### src/rtl/simple_uart_tx_fifo.sv
// Byte FIFO feeding simple_uart_tx: first write pulse 2 cycles after a push into an idle block, one byte in flight at a time.
// Backpressure: push_ready low while DEPTH bytes are stored; offers while full are dropped silently.
module simple_uart_tx_fifo_buf #(
    parameter  int WIDTH = 8,
    parameter  int DEPTH = 16,
    localparam int AW    = $clog2(DEPTH),
    localparam int LW    = $clog2(DEPTH) + 1
) (
    input  logic             clock,
    input  logic             srst,
    input  logic             i_push_vld,
    input  logic [WIDTH-1:0] i_push_dat,
    input  logic             i_pop,
    output logic [WIDTH-1:0] o_rd_dat,
    output logic [LW-1:0]    o_level,
    output logic             o_full,
    output logic             o_empty
);
    localparam logic [LW-1:0] FULL_LVL = LW'(DEPTH);

    logic [WIDTH-1:0] r_mem [DEPTH];
    logic [AW-1:0]    r_wr_ptr;
    logic [AW-1:0]    r_rd_ptr;
    logic [LW-1:0]    r_level;
    logic             w_wr;
    logic             w_rd;

    assign o_full   = (r_level == FULL_LVL);
    assign o_empty  = (r_level == '0);
    assign w_wr     = i_push_vld & ~o_full;
    assign w_rd     = i_pop & ~o_empty;
    assign o_rd_dat = r_mem[r_rd_ptr];
    assign o_level  = r_level;

    // Pointers wrap for free because DEPTH is a power of two.
    always_ff @(posedge clock) begin
        if (srst) begin
            r_wr_ptr <= '0;
            r_rd_ptr <= '0;
            r_level  <= '0;
        end else begin
            if (w_wr) r_wr_ptr <= r_wr_ptr + 1'b1;
            if (w_rd) r_rd_ptr <= r_rd_ptr + 1'b1;
            case ({w_wr, w_rd})
                2'b10:   r_level <= r_level + 1'b1;
                2'b01:   r_level <= r_level - 1'b1;
                default: r_level <= r_level;
            endcase
        end
    end

    always_ff @(posedge clock) begin
        if (w_wr) r_mem[r_wr_ptr] <= i_push_dat;
    end
endmodule

module simple_uart_tx_fifo #(
    parameter  int DEPTH       = 16,
    localparam int LEVEL_WIDTH = $clog2(DEPTH) + 1
) (
    input  logic                   clock,
    input  logic                   srst,
    input  logic [7:0]             push_value,
    input  logic                   push_valid,
    output logic                   push_ready,
    output logic [LEVEL_WIDTH-1:0] fifo_level,
    output logic                   busy,
    output logic [7:0]             tx_value,
    output logic                   tx_value_write,
    input  logic                   tx_value_done
);
    typedef enum logic [1:0] {
        ST_IDLE,
        ST_ISSUE,
        ST_WAIT_DONE
    } state_t;

    state_t     r_state;
    logic [7:0] r_tx_value;
    logic       r_tx_value_write;
    logic [7:0] w_rd_dat;
    logic       w_full;
    logic       w_empty;
    logic       w_push;
    logic       w_pop;

    assign push_ready     = ~w_full;
    assign w_push         = push_valid & push_ready;
    assign w_pop          = (r_state == ST_IDLE) & ~w_empty;
    assign busy           = ~w_empty | (r_state != ST_IDLE);
    assign tx_value       = r_tx_value;
    assign tx_value_write = r_tx_value_write;

    simple_uart_tx_fifo_buf #(
        .WIDTH (8),
        .DEPTH (DEPTH)
    ) u_buf (
        .clock      (clock),
        .srst       (srst),
        .i_push_vld (w_push),
        .i_push_dat (push_value),
        .i_pop      (w_pop),
        .o_rd_dat   (w_rd_dat),
        .o_level    (fifo_level),
        .o_full     (w_full),
        .o_empty    (w_empty)
    );

    // Done pulses arriving outside WAIT_DONE fall through the case untouched.
    always_ff @(posedge clock) begin
        if (srst) begin
            r_state          <= ST_IDLE;
            r_tx_value       <= 8'h00;
            r_tx_value_write <= 1'b0;
        end else begin
            case (r_state)
                ST_IDLE: begin
                    if (w_pop) begin
                        r_tx_value       <= w_rd_dat;
                        r_tx_value_write <= 1'b1;
                        r_state          <= ST_ISSUE;
                    end
                end
                ST_ISSUE: begin
                    r_tx_value_write <= 1'b0;
                    r_state          <= ST_WAIT_DONE;
                end
                ST_WAIT_DONE: begin
                    if (tx_value_done) r_state <= ST_IDLE;
                end
                default: begin
                    r_tx_value_write <= 1'b0;
                    r_state          <= ST_IDLE;
                end
            endcase
        end
    end
endmodule

### config.mk
export PLATFORM = sky130hd
export DESIGN_NAME = simple_uart_tx_fifo
export DESIGN_NICKNAME = d
export VERILOG_FILES = /design/src/rtl/simple_uart_tx_fifo.sv
export SDC_FILE = /design/constraint.sdc
export NUM_CORES = 1
export LEC_CHECK = 0
export ABC_AREA = 0
export CAP_MARGIN = 20
export CELL_PAD_IN_SITES_DETAIL_PLACEMENT = 0
export CELL_PAD_IN_SITES_GLOBAL_PLACEMENT = 1
export CORE_ASPECT_RATIO = 0.6
export CORE_MARGIN = 2
export CORE_UTILIZATION = 53
export CTS_BUF_LIST = sky130_fd_sc_hd__clkbuf_4
export CTS_CLUSTER_DIAMETER = 100
export CTS_CLUSTER_SIZE = 28
export DETAILED_ROUTE_END_ITERATION = 7
export PLACE_DENSITY = 0.78
export RECOVER_POWER = 50
export REMOVE_ABC_BUFFERS = 1
export SETUP_SLACK_MARGIN = 0.5
export SLEW_MARGIN = 20
export SYNTH_ARGS = -nofsm -noshare
export SYNTH_HDL_FRONTEND = slang
export SYNTH_SLANG_ARGS = --single-unit
### constraint.sdc
create_clock -name clock -period 3.27 [get_ports clock]
set_input_delay 0.4905 -clock clock [delete_from_list [all_inputs] [get_ports clock]]
set_output_delay 0.4905 -clock clock [all_outputs]
set_load 0.05 [all_outputs]
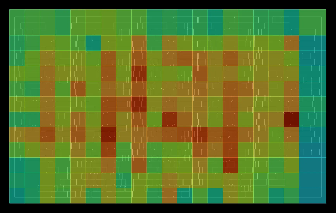
**Above:** run 1 (routing congestion).
gr busiest metal: met1
final cell utilization of the core: 60.9%

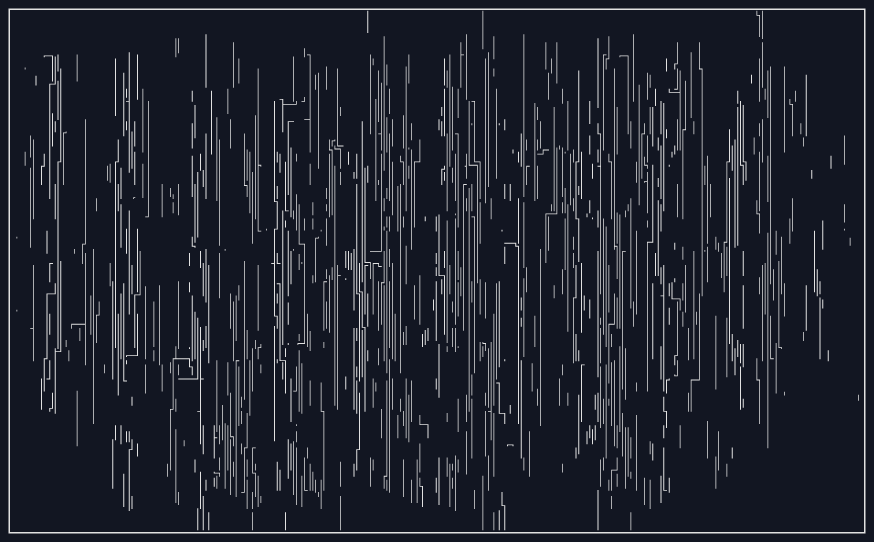
**Above:** run 1 (metal 2).
wire length on this layer: 5430 um
nets with wire on the layer: 375
share of all routed wire: 43%

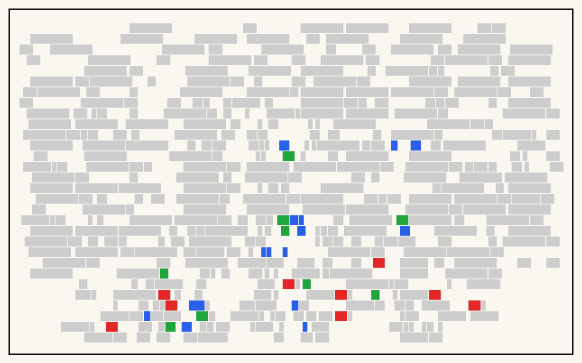
**Above:** run 1 (gate families picked out).
| color | family | cells |
|---|---|---|
| red | XOR/XNOR gates | 9 |
| blue | NAND gates | 15 |
| green | AND and OR gates | 9 |

==> results.toml, run 1 <==
# yosys + openroad results
[critical_path]
crit_family = "flip-flops"
cp.buffers_inverters = 1
critical_path_arrival_ns = 3.11
r2r_end = "u_buf.o_level[4]$_SDFFE_PP0P_"
crit_type = "reg2reg"
worstPathRequired_ns = 3.69
startpoint = "u_buf.o_level[2]$_SDFFE_PP0P_"
worst_setup_path_start_kind = "register"
endpoint = "u_buf.o_level[4]$_SDFFE_PP0P_"
cpMaxStageDelayCell = "dfxtp_1"
end_kind = "register"
critical_path.max_stage_delay_ns = 0.59
rrSetupSlack_ns = 0.58
reg2reg_from = "u_buf.o_level[2]$_SDFFE_PP0P_"
reg2reg_depth = 8

[detailed_routing]
routed_wl_mm = 12.8
wire_per_inst_um = 20.7
drc_errors = 0
drt_iter0_drc = 332
avgViaCountPerCell = 5.68
wl_met1_mm = 6.20
num_vias = 3502
ant_nets = 0
route.met3.wl_um = 890

[timing]
fmax_ghz = 0.372
fin_skew_ns = 0.0276
slew_violations = 0
setup_ws_ns = 0.581
finalSetupViolCount = 0
fin_tns_setup_ns = 0
final.period_utilization_pct = 82.2
holdWs_ns = 0.509
worstMarginPinSlew_ns = 0.847
rsz0062_at_grt = "true"

[placement]
gp_congestion = 0.775
dp_hpwl_mm = 8.25
dp.cells = 585
place_area_um2 = 6640
dp_slack_ns = 0.229

[pwr]
powerDensity_nw_per_um2 = 703
switching_share_pct = 33.4
p_switching_mw = 1.62
p_int_mw = 3.23
leakage_nw = 2.16
power_frac_clock_pct = 24.3
power_frac_seq_pct = 48.7
powerClk_mw = 1.18
vdd_drop_max_uv = 359
p_comb_mw = 1.31
total_power_mw = 4.85
seq-power_mw = 2.36

[yosys]
async_flop_share_pct = 0
ys_seq_share_pct = 70.1
synth_flop_count = 152
top_area_share_pct = 62.3
syn-mean-instance-area_um2 = 15.2
ys_types = 39
simple_gate_share_pct = 6.57
ff_type = "edfxtp_1"
post-synth-top-count-cell = "edfxtp_1"
edf_count = 128
synthCells = 405
syn-cell-area_um2 = 6170
ys_cells = 405
netlist_logic_family_top = "multiplexers"
ys_sh_xor_pct = 1.28
mux_area_share_pct = 11.4
top_cells_by_area = "edfxtp_1, mux2i_1, dfxtp_1, o22ai_1, nor2_1"
yosys_area_um2 = 6170
compound_area_share_pct = 6.22
top_cells_by_count = "edfxtp_1, mux2i_1, nor2_1"
yosys_warnings = 0

[die]
chipArea_um2 = 12600
die_height_um = 87.6
num_rows = 30
pin_count = 28
nWellTaps = 160
die_w_um = 143

[final_layout]
filler_cell_count = 911
n_all_inverters = 6
antennaDiodeCount = 0
regArea_um2 = 4330
logic_area_um2 = 1670
buf_share_pct = 5.79
regMostFlops = "u_buf.r_mem"
most-common-layout-cells = "edfxtp_1, mux2i_1, nor2_1, o22ai_1, dfxtp_1"
layout.nets = 464
nClkBuffers = 18
area_delta_synth_final_pct = 11.9
signal_buffers = 44
largest_register_ffs = 128
finalInstanceArea_um2 = 6910
dominant_cells = "registers"
sh_comb_area_pct = 24.1
stdcell_count = 617
layout_top_cell = "edfxtp_1"
clock_cell_area_share_pct = 4.24
nMultiInputCombCells = 223

[clock_tree]
cts-resized-gates = 2
h-tree-depth = 4
clock_latency_ns = 0.55
tritoncts = "built"
post_cts.repair.setup_buffers = 0
clk_pin_slew_worst_paths_ns = 0.13
numCtsBuffers = 17
cts.sinks = 152

[global_routing]
track_usage_pct = 22.3
first_global_vias = 3393
grt_util_met3_pct = 5.96
antenna_found_initial = 0
grt_pass1_wl_mm = 19.4
grt_max_degree = 47
grt_remaining_overflow = 0
grtUsageMet1_pct = 33.5

[min_path]
hold_depth = 2
hp-start = "tx_value[4]$_SDFFE_PP0P_"
holdPathEnd = "tx_value[4]$_SDFFE_PP0P_"
hold_class = "reg2reg"

[outcome]
outcome = "completed"

[job]
openroad.warnings = 30
cap_violations = 0
==> run 2, diff against run 1 <==
==> constraint.sdc (replaced) <==
create_clock -name clock -period 2.7 [get_ports clock]
set_input_delay 0.405 -clock clock [delete_from_list [all_inputs] [get_ports clock]]
set_output_delay 0.405 -clock clock [all_outputs]
set_load 0.05 [all_outputs]
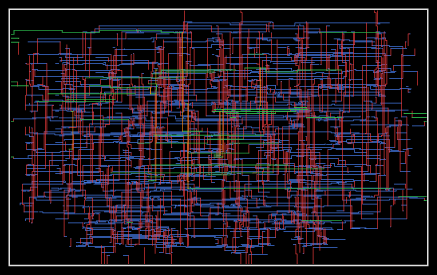
**Above:** run 2 (wiring by layer).
| color | layer | wire length |
|---|---|---|
| blue | met1 | 6730 um |
| red | met2 | 5620 um |
| orange | met4 | 157 um |
| green | met3 | 803 um |

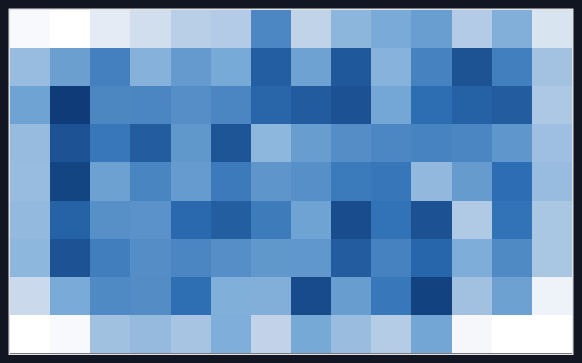
**Above:** run 2 (placement density heat map).
14 x 9 tiles, from white (low) to dark blue (high), 0 to 100% covered.
nearly empty tiles: 3.2%
fullest tile: 96%
mean over tiles: 55%
tiles over 75% full: 20%

==> results.toml, run 2 <==
# yosys + openroad results
[pwr]
leakage_nw = 2.35
power_frac_clock_pct = 21.6
seq-power_mw = 2.84
switching_share_pct = 34.7
powerClk_mw = 1.29
power_frac_seq_pct = 47.6

[outcome]
outcome = "completed"

[critical_path]
rrSetupSlack_ns = 0.28
worstPathRequired_ns = 3.13
critical_path_arrival_ns = 2.85
r2r_end = "u_buf.o_level[4]$_SDFFE_PP0P_"
cp.buffers_inverters = 1
reg2reg_from = "u_buf.o_level[0]$_SDFFE_PP0P_"
cpMaxStageDelayCell = "or3b_4"
crit_type = "reg2reg"
endpoint = "u_buf.o_level[4]$_SDFFE_PP0P_"

[timing]
fmax_ghz = 0.414
finalSetupViolCount = 0
fin_tns_setup_ns = 0
final.period_utilization_pct = 89.5
slew_violations = 0
worstMarginPinSlew_ns = 0.792
rsz0062_at_grt = "true"

[global_routing]
grtUsageMet1_pct = 35.4
track_usage_pct = 22.8
busiest_layer = "met1"
antenna_found_initial = 0

[die]
nWellTaps = 160
die_w_um = 143
chipArea_um2 = 12600
pin_count = 28

[yosys]
top_cells_by_area = "edfxtp_1, mux2i_1, dfxtp_1, o22ai_1, nor2_1"
compound_area_share_pct = 6.22
ff_type = "edfxtp_1"
mux_area_share_pct = 11.4
netlist_logic_family_top = "multiplexers"
ys_types = 39
top_cells_by_count = "edfxtp_1, mux2i_1, nor2_1"
ys_sh_xor_pct = 1.28
synth_flop_count = 152
ys_cells = 405
syn-mean-instance-area_um2 = 15.2
syn-cell-area_um2 = 6170

[detailed_routing]
drt_iter0_drc = 321
wl_met1_mm = 6.73
routed_wl_mm = 13.3
drc_errors = 0

[final_layout]
antennaDiodeCount = 0
sh_comb_area_pct = 24.4
regArea_um2 = 4330
dominant_cells = "registers"
nClkBuffers = 18
n_all_inverters = 6
buf_share_pct = 7.55
layout.nets = 481
fin_util_pct = 62.4
stdcell_count = 634

[placement]
gp_congestion = 0.886
dp_slack_ns = -0.0819
dp.cells = 601

[clock_tree]
cts-resized-gates = 22
clk_pin_slew_worst_paths_ns = 0.14
clock_latency_ns = 0.54
numCtsBuffers = 17

[min_path]
hold_class = "reg2reg"
hold_depth = 2
